**Run 1: placed standard cells**

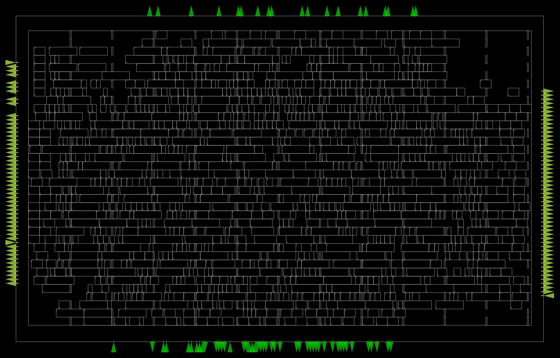
**Run 1: cell density map**

The die is cut into 18 by 11 equal tiles; white is low, dark blue is high, 0 to 100% covered.
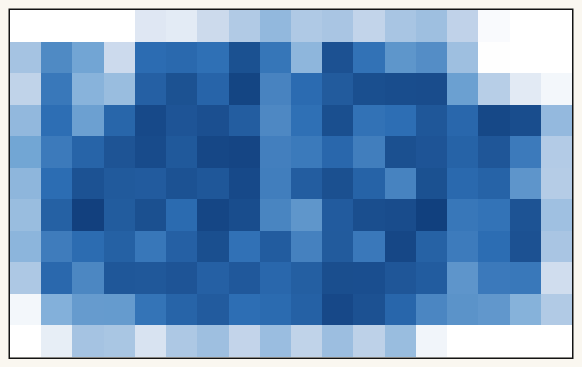
**Run 1: cell sizes after repair**

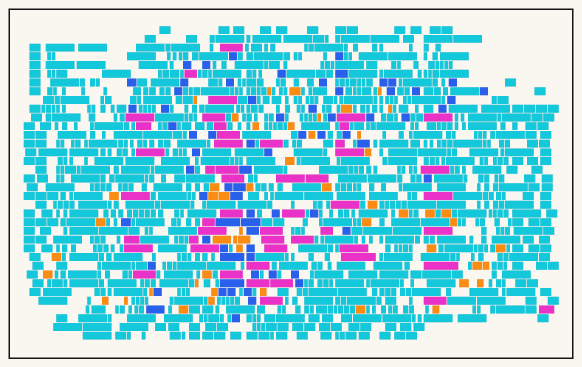
### config.mk
export PLATFORM = sky130hd
export DESIGN_NAME = rc4_key_scheduler
export DESIGN_NICKNAME = d
export VERILOG_FILES = /design/src/rtl/rc4_pkg.sv /design/src/rtl/rc4_prio_pick.sv /design/src/rtl/rc4_key_scheduler.sv
export SDC_FILE = /design/constraint.sdc
export NUM_CORES = 1
export LEC_CHECK = 0
export ABC_AREA = 1
export CORE_ASPECT_RATIO = 0.6
export CORE_MARGIN = 4
export CORE_UTILIZATION = 52
export DETAILED_ROUTE_END_ITERATION = 10
export PLACE_DENSITY = 0.79
export SLEW_MARGIN = 10
export SYNTH_ARGS = -nofsm -noshare
export SYNTH_HDL_FRONTEND = slang
export SYNTH_SLANG_ARGS = --single-unit
### constraint.sdc
create_clock -name clk -period 2.3 [get_ports clk]
set_clock_uncertainty 0.15 [all_clocks]
set_input_delay 0.345 -clock clk [delete_from_list [all_inputs] [get_ports clk]]
set_output_delay 0.345 -clock clk [all_outputs]
set_load 0.01 [all_outputs]
### src/rtl/rc4_pkg.sv
// Shared types and constants for the RC4 brute-force key scheduler.
// Imported by the scheduler top; the picker is type-agnostic.
package rc4_pkg;

    typedef enum logic [2:0] {
        IDLE  = 3'd0,
        RUN   = 3'd1,
        ABORT = 3'd2,
        FAIL  = 3'd3,
        DONE  = 3'd4
    } sched_state_t;

    localparam int KEY_WIDTH_DEFAULT = 24;
    localparam int ABORT_CYCLES      = 2;

endpackage

### src/rtl/rc4_prio_pick.sv
// Lowest-index-first one-hot priority picker.
// Combinational; callers register whatever they derive from the grant.
module rc4_prio_pick #(
    parameter int N = 4
) (
    input  logic [N-1:0] i_req,
    output logic [N-1:0] o_gnt,
    output logic         o_valid
);

    // Two's-complement trick isolates the least significant set bit.
    assign o_gnt   = i_req & (~i_req + N'(1));
    assign o_valid = |i_req;

endmodule

### src/rtl/rc4_key_scheduler.sv
// Hands ascending candidate keys to NUM_CORES RC4 cracker cores, gathers
// their verdicts, aborts everything on the first hit, flags exhaustion otherwise.
module rc4_key_scheduler
    import rc4_pkg::*;
#(
    parameter int                   NUM_CORES = 4,
    parameter int                   KEY_WIDTH = KEY_WIDTH_DEFAULT,
    parameter logic [KEY_WIDTH-1:0] KEY_MAX   = KEY_WIDTH'(24'h3FFFFF)
) (
    input  logic                           clk,
    input  logic                           reset_n,
    input  logic                           start,
    input  logic [NUM_CORES-1:0]           core_ready,
    input  logic [NUM_CORES-1:0]           core_done,
    input  logic [NUM_CORES-1:0]           core_found,
    output logic [NUM_CORES-1:0]           core_start,
    output logic [NUM_CORES*KEY_WIDTH-1:0] core_key,
    output logic                           core_abort,
    output logic                           busy,
    output logic                           found,
    output logic                           exhausted,
    output logic [KEY_WIDTH-1:0]           result_key,
    output logic [KEY_WIDTH-1:0]           display_key
);

    sched_state_t r_state;
    sched_state_t w_state_nxt;

    logic                   r_start_d;
    logic [KEY_WIDTH:0]     r_next_key;
    logic [NUM_CORES-1:0]   r_in_flight;
    logic [KEY_WIDTH-1:0]   r_key [NUM_CORES];
    logic [NUM_CORES-1:0]   r_core_start;
    logic                   r_abort;
    logic [1:0]             r_abort_cnt;
    logic                   r_busy;
    logic                   r_found;
    logic                   r_exhausted;
    logic [KEY_WIDTH-1:0]   r_result_key;
    logic [KEY_WIDTH-1:0]   r_display_key;

    logic                   w_start_edge;
    logic                   w_clear;
    logic                   w_keys_left;
    logic [NUM_CORES-1:0]   w_done_live;
    logic [NUM_CORES-1:0]   w_inflight_after;
    logic [NUM_CORES-1:0]   w_found_req;
    logic [NUM_CORES-1:0]   w_found_gnt;
    logic                   w_found_any;
    logic [NUM_CORES-1:0]   w_disp_req;
    logic [NUM_CORES-1:0]   w_disp_gnt;
    logic                   w_disp_any;
    logic [KEY_WIDTH-1:0]   w_found_key;

    assign w_start_edge     = start & ~r_start_d;
    // One extra bit on next_key keeps KEY_MAX+1 distinct from key 0.
    assign w_keys_left      = (r_next_key <= {1'b0, KEY_MAX});
    assign w_done_live      = core_done & r_in_flight;
    assign w_inflight_after = r_in_flight & ~w_done_live;
    assign w_found_req      = (r_state == RUN) ? (w_done_live & core_found) : '0;
    assign w_disp_req       = ((r_state == RUN) && w_keys_left && !w_found_any)
                              ? (core_ready & ~r_in_flight) : '0;

    rc4_prio_pick #(.N(NUM_CORES)) u_found_pick (
        .i_req   (w_found_req),
        .o_gnt   (w_found_gnt),
        .o_valid (w_found_any)
    );

    rc4_prio_pick #(.N(NUM_CORES)) u_disp_pick (
        .i_req   (w_disp_req),
        .o_gnt   (w_disp_gnt),
        .o_valid (w_disp_any)
    );

    // Key held by the winning core, selected by the one-hot found grant.
    always_comb begin
        w_found_key = '0;
        for (int i = 0; i < NUM_CORES; i++) begin
            w_found_key = w_found_key | (r_key[i] & {KEY_WIDTH{w_found_gnt[i]}});
        end
    end

    // Next-state logic; found outranks exhaustion in the same cycle.
    always_comb begin
        w_state_nxt = r_state;
        w_clear     = 1'b0;
        case (r_state)
            IDLE, DONE: begin
                if (w_start_edge) begin
                    w_state_nxt = RUN;
                    w_clear     = 1'b1;
                end else begin
                    w_state_nxt = r_state;
                end
            end
            RUN: begin
                if (w_found_any) begin
                    w_state_nxt = ABORT;
                end else if (!w_keys_left && (w_inflight_after == '0)) begin
                    w_state_nxt = FAIL;
                end else begin
                    w_state_nxt = RUN;
                end
            end
            ABORT: begin
                if (r_abort_cnt == 2'(ABORT_CYCLES - 1)) begin
                    w_state_nxt = DONE;
                end else begin
                    w_state_nxt = ABORT;
                end
            end
            FAIL:    w_state_nxt = DONE;
            default: w_state_nxt = IDLE;
        endcase
    end

    // State register.
    always_ff @(posedge clk or negedge reset_n) begin
        if (!reset_n) begin
            r_state <= IDLE;
        end else begin
            r_state <= w_state_nxt;
        end
    end

    // Control, status and key-counter registers.
    always_ff @(posedge clk or negedge reset_n) begin
        if (!reset_n) begin
            r_start_d     <= 1'b0;
            r_next_key    <= '0;
            r_in_flight   <= '0;
            r_core_start  <= '0;
            r_abort       <= 1'b0;
            r_abort_cnt   <= 2'd0;
            r_busy        <= 1'b0;
            r_found       <= 1'b0;
            r_exhausted   <= 1'b0;
            r_result_key  <= '0;
            r_display_key <= '0;
        end else begin
            r_start_d    <= start;
            r_core_start <= w_disp_gnt;
            r_abort      <= (w_state_nxt == ABORT);
            r_abort_cnt  <= (r_state == ABORT) ? (r_abort_cnt + 2'd1) : 2'd0;
            r_busy       <= (w_state_nxt == RUN) || (w_state_nxt == ABORT) ||
                            (w_state_nxt == FAIL);
            r_in_flight  <= (r_state == RUN) ? (w_inflight_after | w_disp_gnt) : '0;

            if (w_clear) begin
                r_next_key <= '0;
            end else if (w_disp_any) begin
                r_next_key <= r_next_key + (KEY_WIDTH + 1)'(1);
            end

            if (w_disp_any) begin
                r_display_key <= r_next_key[KEY_WIDTH-1:0];
            end

            if (w_clear) begin
                r_found      <= 1'b0;
                r_exhausted  <= 1'b0;
                r_result_key <= '0;
            end else begin
                if (w_found_any) begin
                    r_found      <= 1'b1;
                    r_result_key <= w_found_key;
                end
                if ((r_state == RUN) && (w_state_nxt == FAIL)) begin
                    r_exhausted <= 1'b1;
                end
            end
        end
    end

    // Per-core key slices, held from dispatch until the core is reused.
    always_ff @(posedge clk or negedge reset_n) begin
        if (!reset_n) begin
            for (int i = 0; i < NUM_CORES; i++) begin
                r_key[i] <= '0;
            end
        end else begin
            for (int i = 0; i < NUM_CORES; i++) begin
                if (w_disp_gnt[i]) begin
                    r_key[i] <= r_next_key[KEY_WIDTH-1:0];
                end
            end
        end
    end

    for (genvar g = 0; g < NUM_CORES; g++) begin : g_key_out
        assign core_key[g*KEY_WIDTH +: KEY_WIDTH] = r_key[g];
    end

    assign core_start  = r_core_start;
    assign core_abort  = r_abort;
    assign busy        = r_busy;
    assign found       = r_found;
    assign exhausted   = r_exhausted;
    assign result_key  = r_result_key;
    assign display_key = r_display_key;

endmodule

==> impl_metrics.ini, run 1 <==
; flow metrics
[final_layout]
lay_top_cells = nand2_1 (250), dfrtp_1 (187), clkdlybuf4s50_1 (165)
post-route-util = 0.718
fillers = 1190
regArea_mm2 = 0.00468
fin_nets = 1224
ff_count = 187
nMultiInputCombCells = 650
largest_reg_flops = 96
postLayoutCellArea_mm2 = 0.0117
lay_top_count = nand2_1
drive_above_1_share = 0.141
inverters = 107
biggestCellCategory = flip-flops and latches

[placement]
placed_area_mm2 = 0.0111
port-buffer-count = 166

[power_and_ir_drop]
p_seq_mw = 3.94
power_leader = combinational logic
p_switching_mw = 4.59
powerComb_mw = 4.79
p_comb_frac = 0.406
intPower_mw = 7.19
p_clk_frac = 0.259

[timing]
tns_ns = 0
holdWs_ns = 0.224
fmax_mhz = 445
fin_ws_ns = 0.0548
period_used_share = 0.976
worstMarginPinSlew_ns = 0.626

[drt]
dr.max_layer_used = met4
num_vias = 8217
wl_per_cell_um = 19.0
first_iter_violations = 935
wl_met1_um = 11800
drc_errors = 0

[global_route]
busiest_layer = met2
grtUsageMet1 = 0.426
grt_use_met2 = 0.439
grt_first_pass_wirelength_um = 43700
grt_usage = 0.294
grt_pass1_vias = 7939
grt_overflow = 0
antenna_found_initial = 0
met3_usage = 0.0842

[floorplanning]
fp_util = 0.533
die.size.y_um = 108
dieArea_mm2 = 0.0190

[critical_path]
crit_type = flip-flop to flip-flop
end_kind = flip-flop
arrival_ns = 2.40
slowest_delay_ns = 0.40
rr_endpoint = core_key[57]$_DFFE_PN0P_
worst-path-buf-inv = 5
cp-start-kind = flip-flop

[clock_tree]
cts_sinks = 187
h-tree-depth = 4
cts_setup_buffers = 0
cts_tree = done
numCtsBuffers = 17
clk_pin_slew_ns = 0.07
postCtsHoldBufs = 1

[logic_synthesis]
synthAoiAreaFrac = 0.0857
yosysSeqAreaShare = 0.537
synthArstFlopShare = 1.00
fa_ha_area_frac = 0.00287
mux_share = 0
topCellsByArea = dfrtp_1 (54%), nand2_1 (11%), nand3_1 (8.3%)
yosysWarnings = 0
synthTopCellsByCount = nand2_1 (250), dfrtp_1 (187), nand3_1 (144)
syn_inst = 1010
edf_count = 0

[flow_run]
warning_count = 26

[min_path]
hp-start = start
hold-path-endpoint = r_start_d$_DFF_PN0_
hold_depth = 1
min_path_type = input port to flip-flop

[status]
outcome = completed
Notes on 'placed standard cells' above:
Finished Layout Cells: 1447
tap cells: 228
fraction of area in registers: 0.398
row count: 36

Notes on 'cell density map' above:
The mean over all tiles is 60%. The emptiest ninth of the die: top right. The fullest tile reaches 94%. 46% of the tiles are over 75% full. 7.1% of the tiles are nearly empty.

Notes on 'cell sizes after repair' above:
Key: blue = x3 and x4 [cells 71, share 5.8%]; cyan = x1 and smaller [cells 1047, share 86%]; magenta = x6 and larger [cells 50, share 4.1%]; orange = x2 [cells 51, share 4.2%]

==> run 1: worst max path at each step <==
| stage | from | end | slack, ns | cells past startpoint |
|---|---|---|---|---|
| 2_1_floorplan | r_next_key[0]$_DFFE_PN0P_ | core_key[28]$_DFFE_PN0P_ | 0.19 | 14 |
| 3_3_place_gp | core_done[0] | result_key[4]$_DFFE_PN0P_ | -0.05 | 9 |
| 3_5_place_dp | core_found[0] | result_key[5]$_DFFE_PN0P_ | -0.11 | 9 |
| 4_1_cts | r_next_key[0]$_DFFE_PN0P_ | core_key[40]$_DFFE_PN0P_ | 0.05 | 12 |
| 5_1_grt | r_next_key[0]$_DFFE_PN0P_ | core_key[82]$_DFFE_PN0P_ | -0.02 | 13 |
| 6_report | r_next_key[0]$_DFFE_PN0P_ | core_key[57]$_DFFE_PN0P_ | 0.05 | 13 |
**Run 1: a small window of the routed layout**

Window x 121 to 141, y 71 to 91 um. Cells in grey, sequential cells in the stronger grey; small squares are vias.
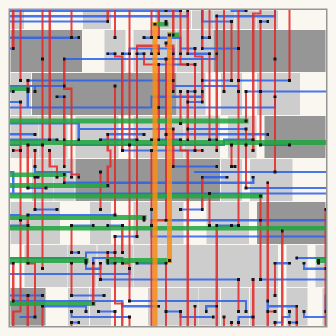

--- run 2 (diff from run 1) ---
Settings changed: PLACE_DENSITY 0.79 to 0.78.
**Run 2: a small window of the routed layout**

Window x 121 to 141, y 71 to 91 um. Cells in grey, sequential cells in the stronger grey; small squares are vias.
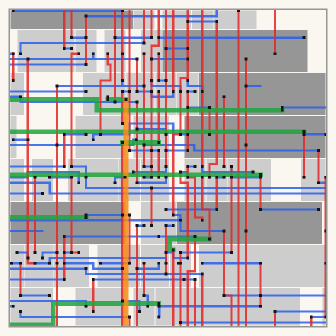
Key: orange = M4; green = M3; blue = M1; red = M2
Sequential cells in the window: 5. Netlist names of flops here include r_next_key (4), display_key (1). 35 logic cells have their middle in the window. Most frequent: nand2_1 (8), dfrtp_1 (5).

==> impl_metrics.ini, run 2 <==
; flow metrics
[power_and_ir_drop]
p_clk_frac = 0.271
p_comb_frac = 0.397
power_leader = combinational logic
intPower_mw = 7.31
p_switching_mw = 4.53
powerComb_mw = 4.70
p_seq_mw = 3.92

[placement]
port-buffer-count = 166
hpwl_um = 18800

[clock_tree]
postCtsHoldBufs = 1
cts_sinks = 187
cts_setup_buffers = 0
numCtsBuffers = 17
clk_pin_slew_ns = 0.08
cts_tree = done

[logic_synthesis]
syn_inst = 1010
synthTopCellsByCount = nand2_1 (250), dfrtp_1 (187), nand3_1 (144)
fa_ha_area_frac = 0.00287
topCellsByArea = dfrtp_1 (54%), nand2_1 (11%), nand3_1 (8.3%)
synthesis.nets = 1027
yosysSeqAreaShare = 0.537
edf_count = 0
synthAoiAreaFrac = 0.0857
synthArstFlopShare = 1.00
yosysWarnings = 0
mux_share = 0

[drt]
wl_per_cell_um = 18.4
drc_errors = 0
num_vias = 8036
first_iter_violations = 873
wl_met1_um = 11900
dr.max_layer_used = met4

[global_route]
grtUsageMet1 = 0.423
grt_pass1_vias = 7894
grt_use_met2 = 0.424
grt_usage = 0.285
grt_first_pass_wirelength_um = 42600
met3_usage = 0.0688
busiest_layer = met2

[final_layout]
postLayoutCellArea_mm2 = 0.0118
drive_above_1_share = 0.142
post-route-util = 0.720
ff_count = 187
nMultiInputCombCells = 650
fin_nets = 1221
inverters = 107
biggestCellCategory = flip-flops and latches
final_cells = 1445
lay_top_cells = nand2_1 (250), dfrtp_1 (183), clkdlybuf4s50_1 (165)
regArea_mm2 = 0.00468

[timing]
tns_ns = 0
period_used_share = 0.952
worstMarginPinSlew_ns = 0.520
fmax_mhz = 457
holdWs_ns = 0.230

[floorplanning]
die.size.y_um = 108
rows = 36
dieArea_mm2 = 0.0190
fp_util = 0.533

[critical_path]
cp-start-kind = flip-flop
crit_type = flip-flop to flip-flop
worst-path-buf-inv = 2
slowest_delay_ns = 0.43

[flow_run]
warning_count = 26

[status]
outcome = completed
==> run 2: final timing paths <==
check                           slack, ns                        to  cells after the start                       start
min in group asynchronous            0.32  core_key[30]$_DFFE_PN0P_                      2                     reset_n
max in group asynchronous            1.02  core_key[88]$_DFFE_PN0P_                      3                     reset_n
worst min register to register       0.29  r_abort_cnt[0]$_DFF_PN0_                      1    r_abort_cnt[0]$_DFF_PN0_
worst max register to register       0.11  core_key[93]$_DFFE_PN0P_                     12  r_next_key[10]$_DFFE_PN0P_
worst max-delay path                 0.11  core_key[93]$_DFFE_PN0P_                     12  r_next_key[10]$_DFFE_PN0P_
worst min-delay path                 0.23       r_start_d$_DFF_PN0_                      1                       start
**Run 2: placed standard cells**

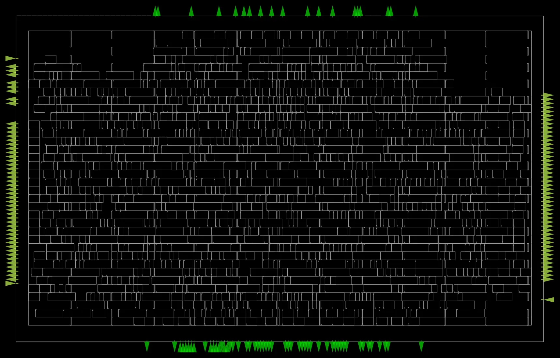

--- run 3 (diff from run 2) ---
Settings changed: REMOVE_ABC_BUFFERS set to 1.
**Run 3: placed standard cells**

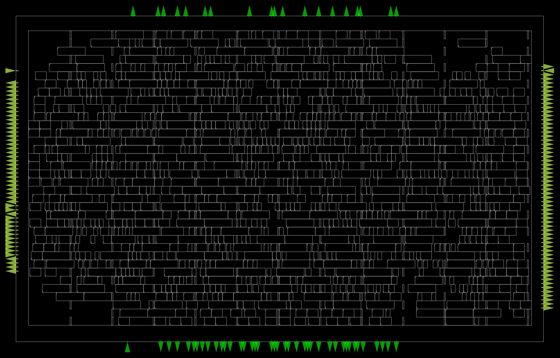
Finished Layout Cells: 1438
Final Util: 0.710
Flop Count: 187
Fill cells: 1293

==> impl_metrics.ini, run 3 <==
; flow metrics
[drt]
viasPerCell = 5.44
num_vias = 7817
drc_errors = 0
first_iter_violations = 642
wl_um = 24700
drt-pass1-iter-count = 5
drtAntennaViolNets = 0
wl_met1_um = 11400
wl_per_cell_um = 17.2
dr.max_layer_used = met4

[final_layout]
syn_to_final_growth_pct = 33.1
postLayoutCellArea_mm2 = 0.0116
n_antenna_cell = 0
inverters = 107
clock_area_frac = 0.0499
n_all_buffers = 234
lay_top_cells = nand2_1 (250), dfrtp_1 (180), clkdlybuf4s50_1 (165)
largest_reg_flops = 96
drive_above_1_share = 0.140
biggestCellCategory = flip-flops and latches
logic_area_mm2 = 0.00329
buffer_area_frac = 0.203
fin_nets = 1214
regArea_mm2 = 0.00469
comb_area_share = 0.284
nMultiInputCombCells = 650

[logic_synthesis]
syn_area_per_cell_um2 = 8.63
flop_cell = dfrtp_1
syn_inst = 1010
edf_count = 0
yosysTopAreaCellShare = 0.537
top_area_cell = dfrtp_1
synthTopCellsByCount = nand2_1 (250), dfrtp_1 (187), nand3_1 (144)
top_cell = nand2_1
synthArstFlopShare = 1.00
yosysChipArea_mm2 = 0.00871
topCellsByArea = dfrtp_1 (54%), nand2_1 (11%), nand3_1 (8.3%)
yosysSeqAreaShare = 0.537
synth.distinct_cells = 34
yosysWarnings = 0

[critical_path]
path_max_fanout = 35
worstSetupEndpoint = core_key[42]$_DFFE_PN0P_
cpLargestDelayFamily = simple AND/OR/NAND/NOR gates
end_kind = flip-flop
path_cells = inv_2 -> nor3_2 -> nand2_1 -> nor2_4 -> nand2_2 -> nand2_4 -> nand2_4 -> inv_2 -> nand3b_2 -> buf_12 -> nand2_1 -> o21ai_0
slowest_delay_ns = 0.42
cp.required_ns = 2.45
arrival_ns = 2.33
crit_type = flip-flop to flip-flop
cp-start-kind = flip-flop
cp.depth = 12
critPathLaunch = r_next_key[12]$_DFFE_PN0P_
r2r_slack_ns = 0.12
reg2reg_depth = 12
worst-path-buf-inv = 3
reg2reg_from = r_next_key[12]$_DFFE_PN0P_
rr_endpoint = core_key[42]$_DFFE_PN0P_

[global_route]
grt_pass1_vias = 7664
grt_usage = 0.265
grt_overflow = 0
grt_first_pass_wirelength_um = 40200
antenna_found_initial = 0

[timing]
slew_violations = 0
finalSetupViolations = 0
fmax_mhz = 459
min_period_ns = 2.18
period_used_share = 0.946
worstMarginPinSlew_ns = 0.524
holdWs_ns = 0.242
hold_viol_final = 0
tns_ns = 0
rsz0062_at_grt = no

[min_path]
min_path_type = input port to flip-flop
hold_depth = 1
hold-path-endpoint = r_start_d$_DFF_PN0_
hp-start = start

[placement]
place_inst = 1405
hpwl_um = 17600
place_ws_ns = -0.123
port-buffer-count = 166
gp_congestion = 1.01

[floorplanning]
rows = 36
io_pins = 167
fp_util = 0.533
core_mm2 = 0.0164
dieArea_mm2 = 0.0190
die.size.y_um = 108

[clock_tree]
h-tree-depth = 4
cts_setup_buffers = 0
clk_pin_slew_ns = 0.07
cts_buffer_depth = 2
cts_sinks = 187
cts_resized = 0
postCtsHoldBufs = 1
cts_tree = done
clockRootBuffer = clkbuf_16
numCtsBuffers = 17

[power_and_ir_drop]
max-vdd-ir-drop_uv = 918
power_frac_seq = 0.343
p_per_area_mw_per_mm2 = 986
swShare = 0.400
p_comb_frac = 0.406
p_clk_frac = 0.251
leakage_nw = 5.50
p_switching_mw = 4.58
intPower_mw = 6.86

[status]
outcome = completed

[flow_run]
warning_count = 25
==> run 3: cell counts after synthesis <==
Identical to the previous run, type by type.
==> run 3: power by group through the flow <==
stage	Sequential (mW)	Clock [mW]	Combinational, mW
finish	3.93	2.88	4.64
global route	3.97	3.06	4.96
CTS	3.92	2.90	4.58
detailed placement	3.97	0	4.54
global placement	3.97	0	4.47
floorplan	4.05	0	1.96
==> run 3: routing by layer <==
layer  vias up  GRT usage
met2       372      0.398
li1       3643          -
met5         -          0
met4         0     0.0717
met3        32     0.0692
met1      3770      0.387
==> run 3: kinds of logic after synthesis <==
group / share of synthesized area
fa+ha+maj: 0.00287
flops: 0.537
compound gates: 0.0857
simple gates: 0.262
xor+xnor: 0.0211
buf+inv: 0.0909
Power and IR drop assume default switching activity.
